**Power grid**

Scale: 1.5 px per um. Pins as bars on the die edge.
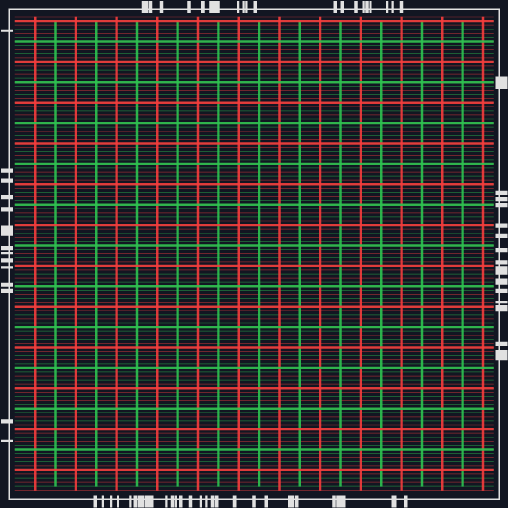
**Cell density map**

33 x 33 tiles, from white (low) to dark blue (high), 0 to 100% covered.
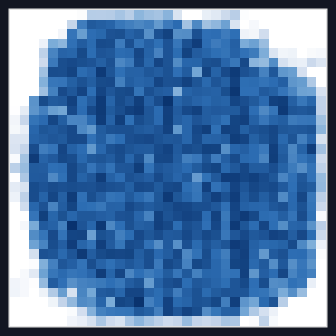
**Routing congestion map**

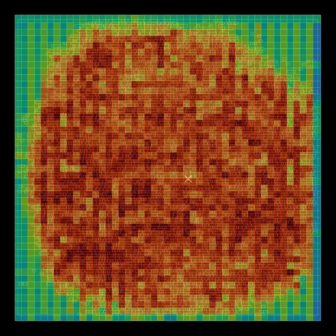
**The metal 4 layer**

Scale: 1 px per um.
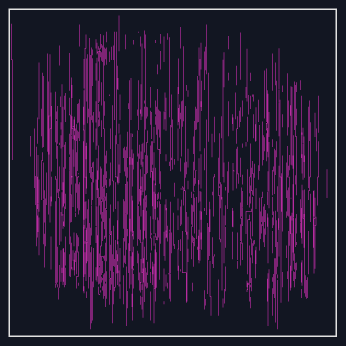
**Routed clock nets over the placement**

Scale: 2 px per um.
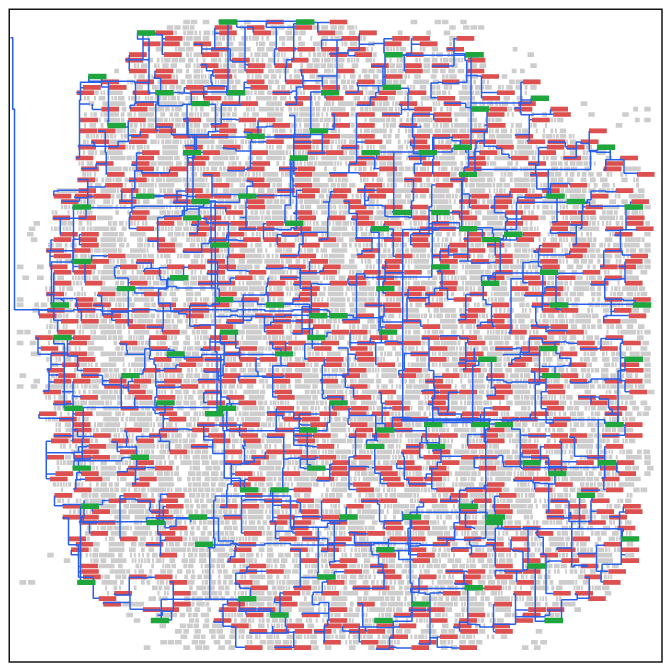
Design reg_file_sb, sky130hd; sources not shown.
==> results.txt <==
fresh numbers from the pnr run: fin cells 7,583, yosys warns 0, met1 GRT Util 54.02%, RSZ-0062 raised after global routing false, stages on the worst setup path 8, CTS max path bufs 3, top_reg_cell synth dfrtp_1, die footprint 0.1060 sq mm, highest clock rate 0.05964 GHz, top-level I/O count 162, Filler cells 7,034, Worst-Skew Late Latency 0.74 ns, Placement Cell Area 0.06557 sq mm, P_comb 0.000858 W, drt drc 12, max reg flops 992, Cell Type Count 52, CP Cell Sequence buf_8, buf_4, buf_4, mux4_2, a22o_1, o21ai_1, o31ai_1, clkdlybuf4s50_1, Worst Hold Class register to register, total tool warning count 32, Layout Nets 6,228, sequential power share 43.5%, Synth Area in Simple Gates 11.31%, asr flop ratio synth 100.0%, period utilisation layout 40.60%, CP most frequent cell buf_4, grt ovf 0, Mapped Area 0.06436 sq mm, area grow syn2layout 7.945%, Reg2Reg Depth 4, CTS root buffer clkbuf_16, Critical Path End Type primary output, routed vias/inst 7.680, setup tns final 0 ns, post-route ant nets 0, actual slew at the worst max-slew pin 1.426 ns, Hold Violations, Final 0, Net Sw Power 0.001071 W, Flop+latch power 0.00149 W, status complete, but fails checks, MaxCap Viol Count 0, reg2reg setup slack 39.70 ns, critical-path maximum fanout 53, Power Total 0.003425 W, Internal 0.002354 W, Mean Syn Cell Area 9.887 sq um, largest net degree at the start of global routing 154, Worst-path clk slew 0.06 ns, initial antenna violation count 10, synthesized net count 6,605, Top Consumer sequential cells, Crit-path slowest cell buf_4, worst hold margin 0.5052 ns, Yosys Chip Area 0.06436 sq mm, Post CTS Setup Buffer Count 0, failing checks design-rule violations, pwr/cell area 49.30 mW/mm^2, # rows 116, dominant logic cell type in the layout dfrtp_1, logic gate share of total power 25.0%, Iter 0 DRT Violations 10,450, Max stage delay on crit path 0.90 ns, Top Family by Delay on Critical Path buffers and inverters, layout cells sized above 1 14.15%, PostCTS Resize Cnt 0, crit path DAT 10.57 ns, # hold bufs at CTS 0, Crit path buffers/inverters 4, Seq share, synth 39.81%, global-route wire length before repair 355.8 mm, Num CTS Buffers 107, most common logic cells in the final layout dfrtp_1, nand2_1, mux2i_1, Post-synth regs 1,024, Clk. pwr 0.00108 W, crit path DRT 35.10 ns, post-DP HPWL 131.9 mm, dpl ws 24.60 ns, Post-Synth Adder-Cell Area 0%, Mapped Cells 6,510, worst setup margin 24.53 ns, vias in the first global route 57,760, port bufs 161, setup violators final 0, Clock Sink Count 1,024, AO/OA Area Share 15.04%, Critical Path Source Type input pin, CP Class input pin to primary output, H-tree Lvls 3, DP Cell Count 7,380, ys cells 6,510, drt pass-1 iters 8, static leakage power 31.03 nW, final instance area 0.06948 sq mm, MUX area fraction 28.26%, Hold Path Depth 2, TritonCTS clock tree built, switch share 31.26%, Logic family by area multiplexers, Final Max Tran Viols 0, Post-synth EDFFs 0, XOR Share, Synth 0.1361%, Die X 325.6 um, Slew headroom 4.651%, Final Critical Period 16.77 ns
About 'power grid':
legend:
  VDD:
    color: green
  VSS:
    color: red
rows: 116
met1 rails: 117
met4 straps: 23
met5 straps: 23
Die H: 325.6 um
VDD IR-drop max: 39.36 uV
Core ar.: 0.1007 sq mm

About 'cell density map':
fullest tile: 99%
densest ninth of the die: middle
mean over tiles: 64%
tiles over 75% full: 56%
fin util: 68.97%
Initial Util: 63.90%

About 'routing congestion map':
met2 track utilization from global routing: 62.93%
GR peak layer: met2
M3 GR Usage: 18.95%
GRT Util Overall: 44.47%
per-cell routed wire length: 31.67 um

About 'the metal 4 layer':
main direction: vertical
nets with wire on the layer: 302
WL final: 240.2 mm
via count: 58,240

About 'routed clock nets over the placement':
legend:
  flip-flops:
    color: red
    count: 1,024
  clock drivers:
    color: green
    count: 107
  clock wires:
    color: blue
    length: 13,100 um
flops lie: widely spread
clock skew: 0.008694 ns
Clk pwr share: 31.5%

## logic make-up after synthesis
kind of cell | Yosys count
simple gates | 1822
compound gates | 1565
flops | 1024
xor+xnor | 10
buf+inv | 783
mux | 1306
## cell type report
| type | instances | area (sq um) | share of cell area [%] |
|---|---|---|---|
| multi-input cells | 4703 | 35610 | 51.25 |
| flip-flops and latches | 1024 | 25620 | 36.88 |
| clock buffers | 144 | 3049 | 4.389 |
| repair buffers | 289 | 2628 | 3.782 |
| well taps | 1357 | 1698 | 2.444 |
| clock inverters | 52 | 812.0 | 1.169 |
| inverters | 8 | 40.04 | 0.05763 |
| diodes | 6 | 15.01 | 0.02161 |
## metal layers
| metal | vias up | part of all wire [%] |
|---|---|---|
| met5 | - | 0.096 |
| met4 | 14 | 9.5 |
| met3 | 1765 | 17 |
| met2 | 5904 | 41 |
| met1 | 27710 | 32 |
| li1 | 22850 | - |
## synthesized netlist by cell type, types with 2 or more instances
master	n	share of area [%]
nor4bb_1	4	0.062
nor4_1	2	0.019
and2_1	10	0.097
buf_6	18	0.31
xnor2_1	2	0.027
o21ai_0	251	2.0
mux4_2	402	14
and4b_1	6	0.093
buf_2	141	1.1
xor2_1	8	0.11
buf_1	56	0.33
buf_4	67	0.78
a22o_1	198	2.7
nor3_1	2	0.016
and4_1	2	0.027
nor2b_1	79	0.77
o21ai_1	70	0.54
a211oi_1	66	0.77
nor4b_2	2	0.047
nand4b_1	3	0.041
clkbuf_1	492	2.9
dfrtp_1	1024	40
nand2_1	888	5.2
o31ai_1	66	0.77
a22oi_2	3	0.058
nand2b_1	7	0.068
nor2_2	7	0.068
a32oi_1	30	0.41
inv_1	8	0.047
a31oi_1	291	2.8
a21oi_1	517	4.0
mux2_2	67	1.2
mux2i_1	837	13
nor2_1	789	4.6
nand3_1	12	0.093
o221ai_1	67	0.91
Power is estimated from default activity; no workload was simulated.
